Run 1, cell density map:
(3 px per µm) The die is cut into 12 by 12 equal tiles; dark blue is low, red is high, 0 to 100% covered.
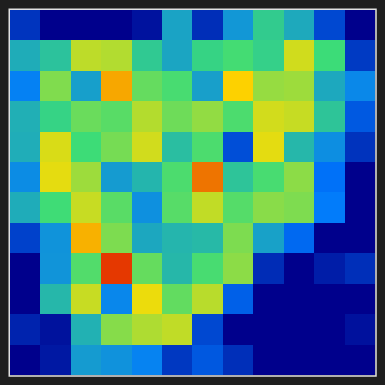
Run 1, placed standard cells:
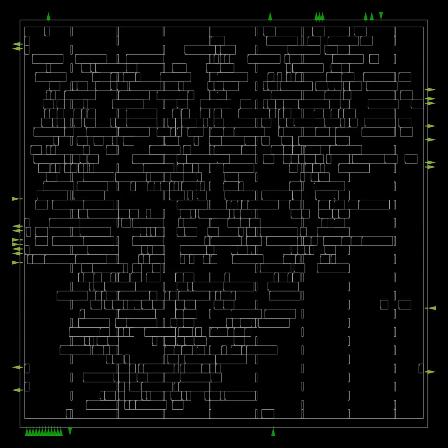
Run 1, the metal 1 layer:
(4 px per µm) Supply wires on this layer in grey. Cells faint in the background.
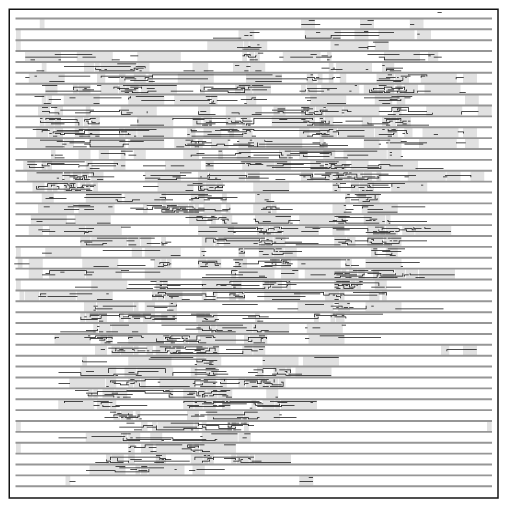
--- src/rtl/digital_clock_pkg.sv ---
// Shared types and constants for the HH:MM:SS multiplexed 7-segment clock.
// Segment patterns are active-low {dp, g, f, e, d, c, b, a}.
package digital_clock_pkg;

   typedef logic [3:0] bcd_t;

   localparam logic [7:0] SEG_0     = 8'hC0;
   localparam logic [7:0] SEG_1     = 8'hF9;
   localparam logic [7:0] SEG_2     = 8'hA4;
   localparam logic [7:0] SEG_3     = 8'hB0;
   localparam logic [7:0] SEG_4     = 8'h99;
   localparam logic [7:0] SEG_5     = 8'h92;
   localparam logic [7:0] SEG_6     = 8'h82;
   localparam logic [7:0] SEG_7     = 8'hF8;
   localparam logic [7:0] SEG_8     = 8'h80;
   localparam logic [7:0] SEG_9     = 8'h90;
   localparam logic [7:0] SEG_BLANK = 8'hFF;

   localparam logic [2:0] DIG_SU = 3'd0;
   localparam logic [2:0] DIG_ST = 3'd1;
   localparam logic [2:0] DIG_MU = 3'd2;
   localparam logic [2:0] DIG_MT = 3'd3;
   localparam logic [2:0] DIG_HU = 3'd4;
   localparam logic [2:0] DIG_HT = 3'd5;

endpackage

--- src/rtl/bcd_to_7seg.sv ---
// Combinational BCD digit to active-low 7-segment pattern; dp is always off here.
module bcd_to_7seg
   import digital_clock_pkg::*;
(
   input  bcd_t       bcd_i,
   output logic [7:0] seg_o
);

   always_comb begin
      seg_o = SEG_BLANK;
      case (bcd_i)
         4'd0:    seg_o = SEG_0;
         4'd1:    seg_o = SEG_1;
         4'd2:    seg_o = SEG_2;
         4'd3:    seg_o = SEG_3;
         4'd4:    seg_o = SEG_4;
         4'd5:    seg_o = SEG_5;
         4'd6:    seg_o = SEG_6;
         4'd7:    seg_o = SEG_7;
         4'd8:    seg_o = SEG_8;
         4'd9:    seg_o = SEG_9;
         default: seg_o = SEG_BLANK;
      endcase
   end

endmodule

--- src/rtl/digital_clock_top.sv ---
// 24-hour BCD clock driving a 6-digit multiplexed common-anode display.
// Optional COLON_BLINK_EN lights dp on digits 2 and 4 during the second half of each second.
module digital_clock_top
   import digital_clock_pkg::*;
#(
   parameter int unsigned CLK_HZ   = 50_000_000,
   parameter int unsigned SCAN_DIV = 50_000
) (
   input  logic       clk,
   input  logic       rst,
   input  logic       ena,
   input  logic [7:0] ui_in,
   output logic [7:0] uo_out,
   input  logic [7:0] uio_in,
   output logic [7:0] uio_out,
   output logic [7:0] uio_oe
);

   localparam int unsigned PRESC_W = (CLK_HZ > 1) ? $clog2(CLK_HZ) : 1;
   localparam int unsigned SCAN_W  = (SCAN_DIV > 1) ? $clog2(SCAN_DIV) : 1;
   localparam logic [PRESC_W-1:0] PRESC_MAX = PRESC_W'(CLK_HZ - 1);
   localparam logic [SCAN_W-1:0]  SCAN_MAX  = SCAN_W'(SCAN_DIV - 1);

   logic [4:0] sync1_q, sync2_q, prev_q;
   logic [4:0] rise;
   logic       set_mode, hold, inc_h, inc_m, clr_s, tick;
   logic       sec_wrap, min_wrap, sec_step, min_step, hr_step;

   logic [PRESC_W-1:0] presc_q, presc_d;
   bcd_t sec_u_q, sec_u_d, sec_t_q, sec_t_d;
   bcd_t min_u_q, min_u_d, min_t_q, min_t_d;
   bcd_t hr_u_q, hr_u_d, hr_t_q, hr_t_d;

   logic [SCAN_W-1:0] scan_q, scan_d;
   logic [2:0]        idx_q, idx_d;
   bcd_t              cur_digit;
   logic [7:0]        seg;
   logic              dp_n;
   logic [7:0]        uo_q, uo_d, uio_q, uio_d;

   logic unused_pins;
   assign unused_pins = ^{ena, uio_in, ui_in[7:5]};

   // Button edges are taken on the synchronised copy only.
   assign rise     = sync2_q & ~prev_q;
   assign set_mode = sync2_q[0];
   assign hold     = sync2_q[4];
   assign inc_h    = set_mode & rise[1];
   assign inc_m    = set_mode & rise[2];
   assign clr_s    = set_mode & rise[3];
   assign tick     = !hold && (presc_q == PRESC_MAX);

   assign sec_wrap = (sec_u_q == 4'd9) && (sec_t_q == 4'd5);
   assign min_wrap = (min_u_q == 4'd9) && (min_t_q == 4'd5);
   assign sec_step = !set_mode && tick;
   assign min_step = set_mode ? inc_m : (tick && sec_wrap);
   assign hr_step  = set_mode ? inc_h : (tick && sec_wrap && min_wrap);

   always_comb begin
      presc_d = presc_q;
      if (clr_s) begin
         presc_d = '0;
      end else if (!hold) begin
         presc_d = tick ? '0 : presc_q + PRESC_W'(1);
      end
   end

   always_comb begin
      sec_u_d = sec_u_q;
      sec_t_d = sec_t_q;
      min_u_d = min_u_q;
      min_t_d = min_t_q;
      hr_u_d  = hr_u_q;
      hr_t_d  = hr_t_q;
      if (clr_s) begin
         sec_u_d = 4'd0;
         sec_t_d = 4'd0;
      end else if (sec_step) begin
         if (sec_u_q == 4'd9) begin
            sec_u_d = 4'd0;
            sec_t_d = (sec_t_q == 4'd5) ? 4'd0 : sec_t_q + 4'd1;
         end else begin
            sec_u_d = sec_u_q + 4'd1;
         end
      end
      if (min_step) begin
         if (min_u_q == 4'd9) begin
            min_u_d = 4'd0;
            min_t_d = (min_t_q == 4'd5) ? 4'd0 : min_t_q + 4'd1;
         end else begin
            min_u_d = min_u_q + 4'd1;
         end
      end
      if (hr_step) begin
         if (hr_t_q == 4'd2 && hr_u_q == 4'd3) begin
            hr_u_d = 4'd0;
            hr_t_d = 4'd0;
         end else if (hr_u_q == 4'd9) begin
            hr_u_d = 4'd0;
            hr_t_d = hr_t_q + 4'd1;
         end else begin
            hr_u_d = hr_u_q + 4'd1;
         end
      end
   end

   always_comb begin
      scan_d = scan_q + SCAN_W'(1);
      idx_d  = idx_q;
      if (scan_q == SCAN_MAX) begin
         scan_d = '0;
         idx_d  = (idx_q == DIG_HT) ? DIG_SU : idx_q + 3'd1;
      end
   end

   always_comb begin
      case (idx_q)
         DIG_SU:  cur_digit = sec_u_q;
         DIG_ST:  cur_digit = sec_t_q;
         DIG_MU:  cur_digit = min_u_q;
         DIG_MT:  cur_digit = min_t_q;
         DIG_HU:  cur_digit = hr_u_q;
         DIG_HT:  cur_digit = hr_t_q;
         default: cur_digit = 4'hF;
      endcase
   end

   bcd_to_7seg u_dec (
      .bcd_i (cur_digit),
      .seg_o (seg)
   );

`ifdef COLON_BLINK_EN
   localparam logic [PRESC_W-1:0] PRESC_HALF = PRESC_W'(CLK_HZ / 2);
   assign dp_n = !(((idx_q == DIG_MU) || (idx_q == DIG_HU)) && (presc_q >= PRESC_HALF));
`else
   assign dp_n = 1'b1;
`endif

   assign uo_d  = {dp_n, seg[6:0]};
   assign uio_d = {2'b00, ~(6'b00_0001 << idx_q)};

   always_ff @(posedge clk or posedge rst) begin
      if (rst) begin
         sync1_q <= '0;
         sync2_q <= '0;
         prev_q  <= '0;
         presc_q <= '0;
         sec_u_q <= 4'd0;
         sec_t_q <= 4'd0;
         min_u_q <= 4'd0;
         min_t_q <= 4'd0;
         hr_u_q  <= 4'd0;
         hr_t_q  <= 4'd0;
         scan_q  <= '0;
         idx_q   <= DIG_SU;
         uo_q    <= SEG_0;
         uio_q   <= 8'b0011_1110;
      end else begin
         sync1_q <= ui_in[4:0];
         sync2_q <= sync1_q;
         prev_q  <= sync2_q;
         presc_q <= presc_d;
         sec_u_q <= sec_u_d;
         sec_t_q <= sec_t_d;
         min_u_q <= min_u_d;
         min_t_q <= min_t_d;
         hr_u_q  <= hr_u_d;
         hr_t_q  <= hr_t_d;
         scan_q  <= scan_d;
         idx_q   <= idx_d;
         uo_q    <= uo_d;
         uio_q   <= uio_d;
      end
   end

   assign uo_out  = uo_q;
   assign uio_out = uio_q;
   assign uio_oe  = 8'h3F;

endmodule

--- config.mk ---
export PLATFORM = sky130hd
export DESIGN_NAME = digital_clock_top
export DESIGN_NICKNAME = d
export VERILOG_FILES = /design/src/rtl/digital_clock_pkg.sv /design/src/rtl/bcd_to_7seg.sv /design/src/rtl/digital_clock_top.sv
export SDC_FILE = /design/constraint.sdc
export NUM_CORES = 1
export LEC_CHECK = 0
export ABC_AREA = 0
export CAP_MARGIN = 20
export CELL_PAD_IN_SITES_DETAIL_PLACEMENT = 0
export CELL_PAD_IN_SITES_GLOBAL_PLACEMENT = 2
export CORE_UTILIZATION = 34
export DETAILED_ROUTE_END_ITERATION = 6
export PLACE_DENSITY = 0.82
export SYNTH_ARGS = -nofsm -noshare
export SYNTH_HDL_FRONTEND = slang
export SYNTH_SLANG_ARGS = --single-unit
--- constraint.sdc ---
create_clock -name clk -period 3.25 [get_ports clk]
set_input_delay 0.65 -clock clk [delete_from_list [all_inputs] [get_ports clk]]
set_output_delay 0.65 -clock clk [all_outputs]
set_load 0.02 [all_outputs]
==> run_summary.xml, run 1 <==
<?xml version="1.0" encoding="UTF-8"?>
<metrics>
  <group name="status">
    <metric name="status" unit="">finished clean</metric>
  </group>
  <group name="synth">
    <metric name="number_of_different_library_cells_in_the_post_synthesis_netlist" unit="">72</metric>
    <metric name="postSynth.topFlopCell" unit="">sky130_fd_sc_hd__dfrtp_1</metric>
    <metric name="asyncSetResetFlopFracSynth" unit="%">100</metric>
    <metric name="post_synth_inst_count" unit="">473</metric>
    <metric name="simple_gate_area_share" unit="%">22.4</metric>
    <metric name="synth_warnings" unit="">0</metric>
  </group>
  <group name="worst_setup_path">
    <metric name="slowest_stage" unit="">sky130_fd_sc_hd__dfrtp_1</metric>
    <metric name="required" unit="ns">3.48</metric>
    <metric name="bufs_and_invs_on_worst_path" unit="">0</metric>
  </group>
  <group name="cts">
    <metric name="postCtsSetupBuffers" unit="">0</metric>
    <metric name="clkSlewWorstSetupHoldPaths" unit="ns">0.07</metric>
    <metric name="ctsRootBufferMaster" unit="">sky130_fd_sc_hd__clkbuf_16</metric>
  </group>
  <group name="global_route">
    <metric name="top_usage_layer" unit="">met2</metric>
    <metric name="m3_gr_usage" unit="%">3.23</metric>
  </group>
  <group name="route">
    <metric name="detail_route.drc_violations" unit="">0</metric>
  </group>
  <group name="timing">
    <metric name="clock.fmax" unit="MHz">376</metric>
    <metric name="slew_headroom" unit="%">45.0</metric>
    <metric name="worst_pin_slew" unit="ns">0.824</metric>
  </group>
  <group name="die">
    <metric name="row_count" unit="">43</metric>
  </group>
  <group name="layout">
    <metric name="multiInputGateArea" unit="mm²">0.00233</metric>
    <metric name="design_area" unit="mm²">0.00563</metric>
  </group>
  <group name="hold_path">
    <metric name="hold_path.class" unit="">register to register</metric>
  </group>
  <group name="pwr">
    <metric name="power_per_cell_area" unit="mW/mm²">535</metric>
    <metric name="internal_power" unit="mW">2.27</metric>
  </group>
</metrics>
Back to the opening pictures, 'cell density map':
The emptiest ninth of the die: south-east. The mean over all tiles is 36%. 3.5% of the tiles are over 75% full. The fullest tile reaches 94%.

Back to the opening pictures, 'placed standard cells':
number of standard cells in the final layout excluding fillers: 682
count of filler cells inserted in the layout: 1350
number of sequential cells in the layout: 95

Back to the opening pictures, 'the metal 1 layer':
The wires run mostly horizontal. The layer carries 4670 µm of wire.
Total Routed Length: 9500 µm
global-route track usage on met1: 19.4%
total vias in the final route: 3449

==> run 1: state kept, by name (all words and copies together) (netlist names) <==
register,count
presc_q,26
idx_q,3
uio_out,6
sec_u_q,4
hr_u_q,4
sync1_q,5
sync2_q,5
scan_q,16
uo_out,7
min_t_q,4
min_u_q,4
prev_q,3
sec_t_q,4
hr_t_q,4
==> run 1: per-stage QoR <==
| stage | setup WS [ns] | cells |
|---|---|---|
| final | 0.592 | 682 |
| after global routing | 0.342 | 682 |
| after CTS | 0.587 | 682 |
| after detailed placement | 0.590 | 666 |
| after global placement | 0.669 | 666 |
| after floorplan | 0.133 | 482 |
==> run 1: area by class of cell <==
class	instances	share of cell area (%)
flip-flops and latches	95	42.4
multi-input cells	345	41.4
repair buffers	26	4.31
clock buffers	9	4.00
well taps	180	4.00
clock inverters	7	2.54
inverters	20	1.38
==> run 1: layout by cell type (no fill, tap or decap), types with 10 or more instances in the layout <==
cell type | Yosys | routed
sky130_fd_sc_hd__nor3_1 | 11 | 11
sky130_fd_sc_hd__clkdlybuf4s50_1 | 0 | 19
sky130_fd_sc_hd__ha_1 | 14 | 14
sky130_fd_sc_hd__and3_1 | 10 | 10
sky130_fd_sc_hd__nand4_1 | 10 | 10
sky130_fd_sc_hd__nor2_1 | 59 | 59
sky130_fd_sc_hd__conb_1 | 2 | 11
sky130_fd_sc_hd__dfrtp_1 | 89 | 89
sky130_fd_sc_hd__xnor2_1 | 27 | 27
sky130_fd_sc_hd__nand3_1 | 21 | 21
sky130_fd_sc_hd__inv_1 | 20 | 19
sky130_fd_sc_hd__xor2_1 | 17 | 17
sky130_fd_sc_hd__nand2_1 | 32 | 32
==> inputs of run 2 (changes only) <==
clock period = 2.41 ns   (was 3.25 ns; I/O delays follow)
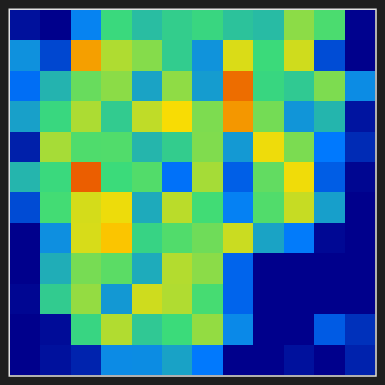
Run 2: cell density map
(3 px per µm) The die is cut into 12 by 12 equal tiles; dark blue is low, red is high, 0 to 100% covered.
The emptiest ninth of the die: south-east. 17% of the tiles are nearly empty. 3.5% of the tiles are over 75% full.

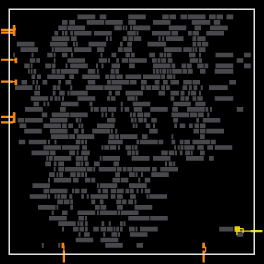
Run 2: port wiring
(2 px per µm)
Orange marks `uio_oe`, bits 8, direction output, edge 6 west, 2 south, end cells 8, buffers 0, wire 21.1 µm. Yellow marks `rst`, bits 1, direction input, edge east, end cells 1, buffers 1, wire 16.0 µm.
total I/O pin count: 43
I/O Buffers: 19

==> run 2 against run 1 <==
  * Flip-flop count unchanged
  * Sequential power up 32%
  * Synthesized area unchanged
  * Synthesized cell count stayed put
  * Critical endpoint is now min_u_q[1]
  * Critical path type unchanged
  * Highest routed layer unchanged
==> run_summary.xml, run 2 <==
<?xml version="1.0" encoding="UTF-8"?>
<metrics>
  <group name="status">
    <metric name="status" unit="">finished clean</metric>
  </group>
  <group name="route">
    <metric name="post_drt_wl_per_cell" unit="µm">13.6</metric>
    <metric name="postRouteWirelength" unit="µm">9570</metric>
    <metric name="detailedRoute.firstPassIterationCount" unit="">6</metric>
    <metric name="detail_route.drc_violations" unit="">0</metric>
    <metric name="route.detailed.vias_per_inst" unit="">5.05</metric>
    <metric name="routed-via-count" unit="">3543</metric>
  </group>
  <group name="cts">
    <metric name="clock_insertion_delay_worst_skew" unit="ns">0.35</metric>
    <metric name="postCtsSetupBuffers" unit="">0</metric>
    <metric name="ctsRootBufferMaster" unit="">sky130_fd_sc_hd__clkbuf_16</metric>
    <metric name="clkSlewWorstSetupHoldPaths" unit="ns">0.06</metric>
  </group>
  <group name="worst_setup_path">
    <metric name="required" unit="ns">2.64</metric>
    <metric name="bufs_and_invs_on_worst_path" unit="">1</metric>
    <metric name="slowest_stage" unit="">sky130_fd_sc_hd__or4_4</metric>
    <metric name="worst_r2r_startpoint" unit="">presc_q[11]</metric>
    <metric name="reg2regPathDepth" unit="">6</metric>
  </group>
  <group name="hold_path">
    <metric name="min_delay_path_depth" unit="">0</metric>
    <metric name="hold_path.class" unit="">register to register</metric>
  </group>
  <group name="layout">
    <metric name="final_layout_top_logic_cell" unit="">sky130_fd_sc_hd__dfrtp_1</metric>
    <metric name="filler_cell_count" unit="">1336</metric>
    <metric name="number_of_standard_cells_in_the_final_layout_excluding_fillers" unit="">702</metric>
    <metric name="design_area" unit="mm²">0.00574</metric>
    <metric name="largest_register_ffs" unit="">26</metric>
    <metric name="top_register" unit="">presc_q</metric>
    <metric name="lay_top_cells" unit="">89 x sky130_fd_sc_hd__dfrtp_1, 59 x sky130_fd_sc_hd__nor2_1, 32 x sky130_fd_sc_hd__nand2_1, 27 x sky130_fd_sc_hd__xnor2_1, 26 x sky130_fd_sc_hd__buf_4</metric>
    <metric name="nets" unit="">550</metric>
    <metric name="antenna_diode_count" unit="">0</metric>
    <metric name="multiInputGateArea" unit="mm²">0.00233</metric>
  </group>
  <group name="synth">
    <metric name="postSynth.topFlopCell" unit="">sky130_fd_sc_hd__dfrtp_1</metric>
    <metric name="synthDominantAreaCellType" unit="">sky130_fd_sc_hd__dfrtp_1</metric>
    <metric name="simple_gate_area_share" unit="%">22.4</metric>
    <metric name="yosys.area_share.aoi" unit="%">8.80</metric>
    <metric name="post_synth_inst_count" unit="">473</metric>
    <metric name="number_of_different_library_cells_in_the_post_synthesis_netlist" unit="">72</metric>
    <metric name="synth_warnings" unit="">0</metric>
    <metric name="asyncSetResetFlopFracSynth" unit="%">100</metric>
  </group>
  <group name="placement">
    <metric name="dp.cells" unit="">686</metric>
    <metric name="dp_worst_setup_slack" unit="ns">0.119</metric>
  </group>
  <group name="timing">
    <metric name="final_hold_viol_count" unit="">0</metric>
    <metric name="post-route-worst-setup-slack" unit="ns">0.105</metric>
    <metric name="finalMaxSlewViolations" unit="">0</metric>
    <metric name="timing.final.crit_period" unit="ns">2.31</metric>
    <metric name="clock.fmax" unit="MHz">434</metric>
    <metric name="finalSetupTns" unit="ns">0</metric>
    <metric name="worst_pin_slew" unit="ns">0.622</metric>
    <metric name="slew_headroom" unit="%">58.4</metric>
  </group>
  <group name="die">
    <metric name="row_count" unit="">43</metric>
  </group>
  <group name="pwr">
    <metric name="internal_power" unit="mW">2.91</metric>
    <metric name="power_per_cell_area" unit="mW/mm²">677</metric>
  </group>
</metrics>
## run 2: metrics by stage
stage | hold WS (ns) | power, mW
after floorplan | 0.331 | 2.24
after global placement | 0.335 | 2.38
after detailed placement | 0.339 | 2.40
after CTS | 0.353 | 3.95
after global routing | 0.355 | 4.10
final | 0.350 | 3.89
## run 2: cell families after synthesis
kind of cell,after synthesis
xor+xnor,44
flops,95
other cells,2
compound gates,57
mux,17
buf+inv,42
fa+ha+maj,14
simple gates,202
## run 2: power groups by stage
stage	registers [mW]	logic, mW	clock network [mW]
floorplan	1.87	0.377	0
global placement	1.90	0.481	0
detailed placement	1.90	0.496	0
CTS	1.87	0.497	1.58
global route	1.90	0.561	1.64
finish	1.87	0.490	1.53
## run 2: worst max path at each step
stage                 from         end
2_1_floorplan     idx_q[0]   uo_out[0]
3_3_place_gp   presc_q[11]  min_u_q[1]
3_5_place_dp   presc_q[11]  min_u_q[1]
4_1_cts        presc_q[11]  min_u_q[1]
5_1_grt        presc_q[11]  sec_t_q[3]
6_report       presc_q[11]  min_u_q[1]
## run 2: final cells by class
cell class,count,share of cell area (%)
clock buffer,13,4.36
multi-input combinational,345,40.6
inverter,20,1.37
tap,180,3.92
timing repair buffer,46,7.06
clock inverter,3,1.18
sequential,95,41.5
## run 2: per-layer routing
metal | up-vias | routed length (µm) | GRT usage [%]
met1 | 1744 | 4720 | 19.3
li1 | 1738 | - | -
met4 | 0 | 186 | 6.79
met3 | 13 | 257 | 2.53
met5 | - | 0 | 0
met2 | 48 | 4410 | 22.4
Power figures rest on the tool's default switching activity, not on a simulated workload.
